`config.mk`:
```
export PLATFORM = sky130hd
export DESIGN_NAME = axi_lite_slave_mem
export DESIGN_NICKNAME = d
export VERILOG_FILES = /design/src/rtl/axi_lite_pkg.sv /design/src/rtl/axi_lite_slv_regarray.sv /design/src/rtl/axi_lite_slave_mem.sv
export SDC_FILE = /design/constraint.sdc
export NUM_CORES = 2
export LEC_CHECK = 0
export CAP_MARGIN = 5
export CORE_MARGIN = 3
export CORE_UTILIZATION = 55
export DETAILED_ROUTE_END_ITERATION = 8
export PLACE_DENSITY = 0.74
export SYNTH_ARGS = -nofsm -noshare
export SYNTH_HDL_FRONTEND = slang
export SYNTH_HIERARCHICAL = 1
export SYNTH_SLANG_ARGS = --single-unit
```
`constraint.sdc`:
```
create_clock -name aclk -period 8.7 [get_ports aclk]
set_input_delay 1.74 -clock aclk [delete_from_list [all_inputs] [get_ports aclk]]
set_output_delay 1.74 -clock aclk [all_outputs]
set_load 0.005 [all_outputs]
```
`src/rtl/axi_lite_pkg.sv`:
```
// Shared types and helpers for the AXI-lite slave memory: response codes,
// write/read FSM state encodings and the address range check.
package axi_lite_pkg;

    typedef enum logic [1:0] {
        OKAY   = 2'b00,
        EXOKAY = 2'b01,
        SLVERR = 2'b10,
        DECERR = 2'b11
    } resp_t;

    typedef enum logic [1:0] {
        WR_IDLE,
        WR_WAIT_W,
        WR_WAIT_AW,
        WR_RESP
    } wr_state_t;

    typedef enum logic {
        RD_IDLE,
        RD_DATA
    } rd_state_t;

    localparam int ADDR_CMP_W = 128;

    // Wide comparison so any practical address width and array size fit without overflow.
    function automatic logic addr_in_range(input logic [ADDR_CMP_W-1:0] addr,
                                           input int unsigned depth,
                                           input int unsigned bytes);
        logic [ADDR_CMP_W-1:0] limit;
        limit = ADDR_CMP_W'(depth) * ADDR_CMP_W'(bytes);
        return addr < limit;
    endfunction

endpackage

```
`src/rtl/axi_lite_slv_regarray.sv`:
```
// Byte-strobed word storage with asynchronous clear, one synchronous write
// port and one combinational read port.
module axi_lite_slv_regarray
    import axi_lite_pkg::*;
#(
    parameter int DATA_W = 64,
    parameter int DEPTH  = 16,
    localparam int IDX_W = $clog2(DEPTH),
    localparam int BYTES = DATA_W / 8
) (
    input  logic              aclk,
    input  logic              arst_n,
    input  logic              wr_en,
    input  logic [IDX_W-1:0]  wr_idx,
    input  logic [DATA_W-1:0] wr_data,
    input  logic [BYTES-1:0]  wr_strb,
    input  logic [IDX_W-1:0]  rd_idx,
    output logic [DATA_W-1:0] rd_data
);

    logic [DATA_W-1:0] mem [DEPTH];

    always_ff @(posedge aclk or negedge arst_n) begin
        if (!arst_n) begin
            for (int i = 0; i < DEPTH; i++) begin
                mem[i] <= '0;
            end
        end else if (wr_en) begin
            for (int b = 0; b < BYTES; b++) begin
                if (wr_strb[b]) begin
                    mem[wr_idx][b*8 +: 8] <= wr_data[b*8 +: 8];
                end
            end
        end
    end

    assign rd_data = mem[rd_idx];

endmodule

```
`src/rtl/axi_lite_slave_mem.sv`:
```
// AXI-lite slave memory endpoint with independent single-outstanding write and
// read paths. Optional privilege check enabled by AXI_LITE_SLV_PROT_CHK_EN.
module axi_lite_slave_mem
    import axi_lite_pkg::*;
#(
    parameter int DATA_W = 64,
    parameter int ADDR_W = 64,
    parameter int ID_W   = 4,
    parameter int DEPTH  = 16
) (
    input  logic                aclk,
    input  logic                arst_n,
    input  logic [ADDR_W-1:0]   AWAddr,
    input  logic                AWValid,
    input  logic [ID_W-1:0]     AWID,
    input  logic [2:0]          AWProt,
    output logic                AWReady,
    input  logic [DATA_W-1:0]   WData,
    input  logic [DATA_W/8-1:0] WStrb,
    input  logic                WValid,
    output logic                WReady,
    output logic                BValid,
    output logic [ID_W-1:0]     BID,
    output logic [1:0]          BResp,
    input  logic                BReady,
    input  logic [ADDR_W-1:0]   ARAddr,
    input  logic                ARValid,
    input  logic [ID_W-1:0]     ARID,
    input  logic [2:0]          ARProt,
    output logic                ARReady,
    output logic [DATA_W-1:0]   RData,
    output logic [ID_W-1:0]     RID,
    output logic [1:0]          RResp,
    output logic                RValid,
    input  logic                RReady
);

    localparam int BYTES = DATA_W / 8;
    localparam int LSB   = $clog2(BYTES);
    localparam int IDX_W = $clog2(DEPTH);

    wr_state_t wr_state, wr_next;
    rd_state_t rd_state, rd_next;

    logic [ADDR_W-1:0] aw_addr_q;
    logic [ID_W-1:0]   aw_id_q;
    logic [2:0]        aw_prot_q;
    logic [DATA_W-1:0] w_data_q;
    logic [BYTES-1:0]  w_strb_q;

    logic              aw_hs, w_hs, ar_hs;
    logic [ADDR_W-1:0] eff_addr;
    logic [ID_W-1:0]   eff_id;
    logic [2:0]        eff_prot;
    logic [DATA_W-1:0] eff_data;
    logic [BYTES-1:0]  eff_strb;
    logic [IDX_W-1:0]  wr_idx, rd_idx;
    logic              wr_priv_err, rd_priv_err;
    logic              wr_ok, rd_ok, commit;
    logic [DATA_W-1:0] arr_rd_data;

    assign aw_hs = AWValid && AWReady;
    assign w_hs  = WValid && WReady;
    assign ar_hs = ARValid && ARReady;

    // The commit edge may coincide with the last handshake, so use live bus values then.
    assign eff_addr = aw_hs ? AWAddr : aw_addr_q;
    assign eff_id   = aw_hs ? AWID   : aw_id_q;
    assign eff_prot = aw_hs ? AWProt : aw_prot_q;
    assign eff_data = w_hs  ? WData  : w_data_q;
    assign eff_strb = w_hs  ? WStrb  : w_strb_q;

    assign wr_idx = eff_addr[LSB +: IDX_W];
    assign rd_idx = ARAddr[LSB +: IDX_W];

`ifdef AXI_LITE_SLV_PROT_CHK_EN
    assign wr_priv_err = wr_idx[IDX_W-1] && !eff_prot[0];
    assign rd_priv_err = rd_idx[IDX_W-1] && !ARProt[0];
`else
    logic prot_unused;
    assign prot_unused = ^{eff_prot, ARProt};
    assign wr_priv_err = 1'b0;
    assign rd_priv_err = 1'b0;
`endif

    assign wr_ok  = addr_in_range(ADDR_CMP_W'(eff_addr), DEPTH, BYTES) && !wr_priv_err;
    assign rd_ok  = addr_in_range(ADDR_CMP_W'(ARAddr), DEPTH, BYTES) && !rd_priv_err;
    assign commit = (wr_next == WR_RESP) && (wr_state != WR_RESP);

    axi_lite_slv_regarray #(
        .DATA_W (DATA_W),
        .DEPTH  (DEPTH)
    ) u_regarray (
        .aclk    (aclk),
        .arst_n  (arst_n),
        .wr_en   (commit && wr_ok),
        .wr_idx  (wr_idx),
        .wr_data (eff_data),
        .wr_strb (eff_strb),
        .rd_idx  (rd_idx),
        .rd_data (arr_rd_data)
    );

    always_ff @(posedge aclk or negedge arst_n) begin
        if (!arst_n) begin
            wr_state <= WR_IDLE;
            rd_state <= RD_IDLE;
        end else begin
            wr_state <= wr_next;
            rd_state <= rd_next;
        end
    end

    always_comb begin
        wr_next = wr_state;
        AWReady = 1'b0;
        WReady  = 1'b0;
        case (wr_state)
            WR_IDLE: begin
                AWReady = 1'b1;
                WReady  = 1'b1;
                if (AWValid && WValid) wr_next = WR_RESP;
                else if (AWValid)      wr_next = WR_WAIT_W;
                else if (WValid)       wr_next = WR_WAIT_AW;
            end
            WR_WAIT_W: begin
                WReady = 1'b1;
                if (WValid) wr_next = WR_RESP;
            end
            WR_WAIT_AW: begin
                AWReady = 1'b1;
                if (AWValid) wr_next = WR_RESP;
            end
            WR_RESP: begin
                if (BReady) wr_next = WR_IDLE;
            end
            default: wr_next = WR_IDLE;
        endcase
    end

    always_comb begin
        rd_next = rd_state;
        ARReady = 1'b0;
        case (rd_state)
            RD_IDLE: begin
                ARReady = 1'b1;
                if (ARValid) rd_next = RD_DATA;
            end
            RD_DATA: begin
                if (RReady) rd_next = RD_IDLE;
            end
            default: rd_next = RD_IDLE;
        endcase
    end

    assign BValid = (wr_state == WR_RESP);
    assign RValid = (rd_state == RD_DATA);

    always_ff @(posedge aclk or negedge arst_n) begin
        if (!arst_n) begin
            aw_addr_q <= '0;
            aw_id_q   <= '0;
            aw_prot_q <= '0;
            w_data_q  <= '0;
            w_strb_q  <= '0;
            BID       <= '0;
            BResp     <= OKAY;
        end else begin
            if (aw_hs) begin
                aw_addr_q <= AWAddr;
                aw_id_q   <= AWID;
                aw_prot_q <= AWProt;
            end
            if (w_hs) begin
                w_data_q <= WData;
                w_strb_q <= WStrb;
            end
            if (commit) begin
                BID   <= eff_id;
                BResp <= wr_ok ? OKAY : SLVERR;
            end
        end
    end

    // Array read happens on the handshake edge, so a same-cycle commit is not yet visible.
    always_ff @(posedge aclk or negedge arst_n) begin
        if (!arst_n) begin
            RData <= '0;
            RID   <= '0;
            RResp <= OKAY;
        end else if (ar_hs) begin
            RData <= rd_ok ? arr_rd_data : '0;
            RID   <= ARID;
            RResp <= rd_ok ? OKAY : SLVERR;
        end
    end

endmodule

```
==> reports/results.tsv <==
metric	value	unit
required time of the critical path	9.28	ns
yosys stat cell total	3542	
peak supply drop	0.194	mV
RSZ-0062 raised after global routing	no	
largest net degree at the start of global routing	187	
sw frac	27.8	%
setup TNS	0	ns
Final ANT Viol Nets	0	
outcome	completed	
Gate power share	14.9	%
Slew Viols, Final	0	
mapped cell area	0.0544	mm^2
gpl congestion	0.775	
Leakage	0.0299	uW
Worst-Skew Late Latency	0.71	ns
Worst-Margin Slew	1.24	ns
EDFF count, synth	0	
final instance area	0.0627	mm^2
dpl ws	2.46	ns
Die Y	320	um
synth unique cells	41	
detailed placer's ending HPWL	77.0	mm
DR iter-0 viols	2074	
clk slew on worst S/H paths	0.06	ns
Init Core Util	55.9	%
routed vias/inst	6.07	
total CTS buffers	132	
setup ws final	3.11	ns
Overall Global Routing Usage	24.8	%
grt ovf	0	
slowest CP cell	nand4bb_1	
Core ar.	0.0973	mm^2
Pwr per Cell Area	222	mW/mm^2
Min-Delay Path Class	reg2reg	
min Tclk post-route	5.59	ns
Critical Path Max Stage Delay	0.87	ns
dominant register cell	dfrtp_1	
H-tree levels	4	
crit end category	flop	
Root Driver	clkbuf_16	
Post-route DRC	0	
post_cts resized	0	
Die Wd	320	um
final hold viol count	0	
final worst path period share	64.2	%
Slew HR	17.4	%
Critical Path AT	6.17	ns
drt wl/cell	24.2	um
initial antenna violation count	3	
sequential share of power	44.7	%
Setup Fix Bufs, Post-CTS	0	
Die ar.	0.103	mm^2
share of layout cells above drive strength 1	44.3	%
Layout area overhead	15.4	%
nets	3995	
tool warnings	53	
FF+latch count, synth	1238	
placed cell areas	0.0583	mm^2
most frequent cells in the layout	dfrtp_1 (1238), mux2_2 (1093), clkdlybuf4s50_1 (284)	
first drt pass iteration count	5	
Clock power frac	40.4	%
Setup CP Type	in2reg	
hold buffer count at CTS	0	
io pins	302	
most numerous logic cell after layout	dfrtp_1	
max-cap viol count	0	
startpoint types	input port	
Core Rows	114	
Net Switching	3880	uW
first-pass GRT wire length	198	mm
internal power	10100	uW
Chip Area, Yosys	0.0544	mm^2
IO Port Bufs	287	
clock buffer depth	3	
Avg Cell Area, Syn	15.3	um^2
CP Cell Sequence	clkdlybuf4s50_1 -> nor2b_4 -> nand4_1 -> o22ai_1 -> o221a_2 -> nand4bb_1 -> nor2_2 -> mux2_2	
Worst Path Max Fanout	35	
CTS tree	built	
Syn Inst Count	3542	
Ys Warns	6	
ys async rst share	100	%
FMAX	179	MHz
Seq share, synth	57.0	%
endpoints failing setup	0	
vias in the first global route	33700	
[final cells by class]
type | count | area [um^2]
multi-input cells | 2071 | 22400
repair buffers | 327 | 3290
well taps | 1276 | 1600
diodes | 3 | 7.51
fillers | 7093 | 34500
flip-flops and latches | 1238 | 31000
inverters | 4 | 15.0
clock inverters | 32 | 340
clock buffers | 199 | 4070
[through the flow]
stage / total power (uW) / std cells / hold WS (ns) / utilization (%)
finish: 13900 / 5150 / 0.473 / 64.5
global route: 14500 / 5150 / 0.495 / 64.5
CTS: 14100 / 5147 / 0.471 / 64.5
detailed placement: 8400 / 4916 / 0.455 / 60.0
global placement: 8360 / 4916 / 0.452 / 60.0
floorplan: 7620 / 3543 / 0.436 / -
[cell families after synthesis]
| group | count (synthesis) | synth area share, % |
|---|---|---|
| buffers and inverters | 234 | 1.87 |
| flip-flops | 1238 | 57.0 |
| multiplexers | 1360 | 33.5 |
| AND-OR/OR-AND | 198 | 2.87 |
| AND/OR/NAND/NOR | 511 | 4.76 |
| other | 1 | 0.00690 |
[cells in the mapped netlist (4+ instances only)]
master	instances	area, um^2
mux4_2	256	5770
buf_4	5	37.5
nor4_1	41	257
a22oi_1	128	961
dfrtp_1	1238	31000
a22o_1	64	561
nor4bb_1	6	60.1
nand4b_1	9	78.8
buf_1	14	52.6
inv_1	4	15.0
buf_6	9	101
nand2_4	5	56.3
nand2_2	5	31.3
nand4_1	13	81.3
mux2_2	1093	12300
nor2b_1	11	68.8
buf_2	41	205
clkbuf_1	161	604
nor2_2	82	513
nor3_1	6	30.0
nand2b_1	13	81.3
nor2_1	14	52.6
mux2_1	8	90.1
nand3_1	5	25.0
nor2_4	5	56.3
nand2_1	284	1070
[path summary, 6_finish.rpt]
check	startpoint	endpoint	slack (ns)	cells after the start
worst max register to register	wr_state[0]	u_regarray/mem[197]	4.26	7
worst min register to register	aw_id_q[1]	aw_id_q[1]	0.47	2
max in group asynchronous	arst_n	u_regarray/mem[364]	5.69	3
worst min-delay path	aw_id_q[1]	aw_id_q[1]	0.47	2
worst max-delay path	AWValid	u_regarray/mem[197]	3.11	8
min in group asynchronous	arst_n	aw_addr_q[12]	0.98	1
[routing by layer]
layer	share of wire, %	GRT usage (%)	up-vias	routed length (um)
met4	2.1	6.76	0	2590
met3	4.4	4.22	176	5440
met2	49	40.4	658	60900
li1	-	-	13600	-
met5	0	0	-	0
met1	45	35.0	16800	55800
[power groups by stage]
stage	clock, uW	combinational [uW]	sequential [uW]
finish	5630	2070	6230
floorplan	0	1330	6290
global placement	0	2050	6310
detailed placement	0	2070	6330
global route	6010	2280	6260
CTS	5760	2080	6230
[critical path, delay by kind of cell]
kind / cells / cell delay (ns)
AND-OR/OR-AND: 2 / 0.86
buffers and inverters: 1 / 0.53
multiplexers: 1 / 0.41
AND/OR/NAND/NOR: 4 / 2.57
[registers in the layout, summed over array words and instances (netlist names)]
| register | cells |
|---|---|
| BID | 4 |
| BResp | 1 |
| RData | 64 |
| RID | 4 |
| RResp | 1 |
| RValid | 1 |
| aw_addr_q | 61 |
| aw_id_q | 4 |
| u_regarray/mem | 1024 |
| w_data_q | 64 |
| w_strb_q | 8 |
| wr_state | 2 |
**Clock distribution**

Bar = 100 um.
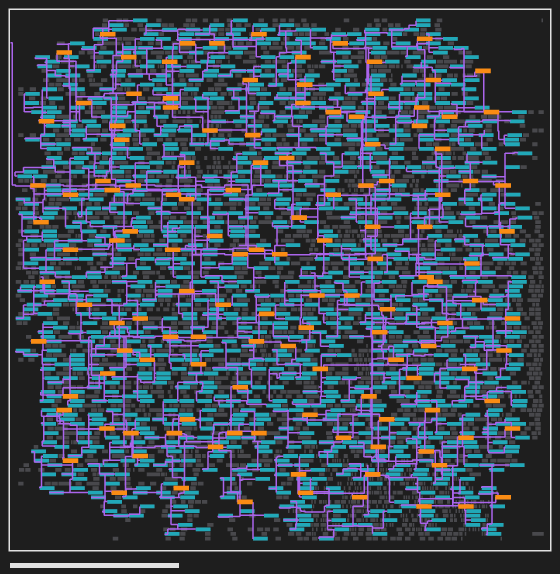
[flip-flops] cyan | count: 1238
[clock-net drivers] orange | count: 132
[clock wires] purple | length: 14400 um
routed clock nets: 133

**Clock wiring as the flow saved it**

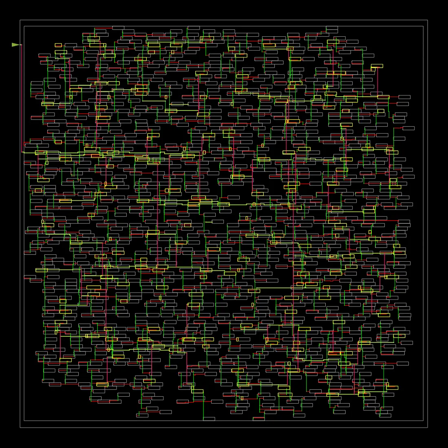
CTS Sinks: 1238
Final Skew: 0.0190 ns
clk pwr: 5630 uW

**Metal 4**

Supply wires on this layer in grey.
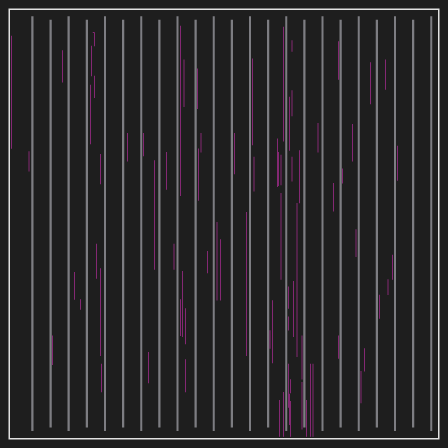
main direction: vertical
wire length on this layer: 2590 um
nets with wire on the layer: 44
routed wire length: 125 mm
DR vias: 31.3k

**Sizing map**

Bar = 100 um.
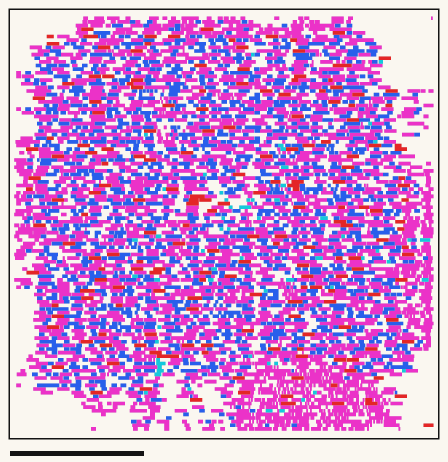
[x3 and x4] cyan | cells: 60 | share: 1.5%
[x6 and larger] red | cells: 193 | share: 5.0%
[x1 and smaller] magenta | cells: 2156 | share: 56%
[x2] blue | cells: 1462 | share: 38%

**Sequential cells coloured by netlist name**

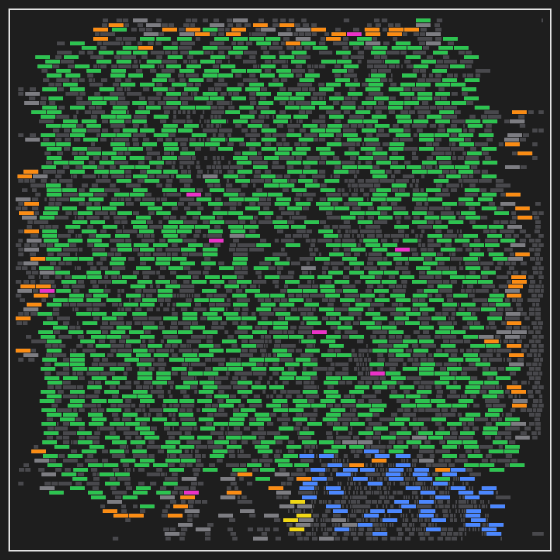
[aw_addr_q] blue | placed flops: 61
[u_regarray/mem] green | placed flops: 1024 | where: all over the die
[w_strb_q] magenta | placed flops: 8
[BID] yellow | placed flops: 4 | where: south
[RData] orange | placed flops: 64 | where: all over the die

No activity file was given, so power comes from the tool's default toggle rates.
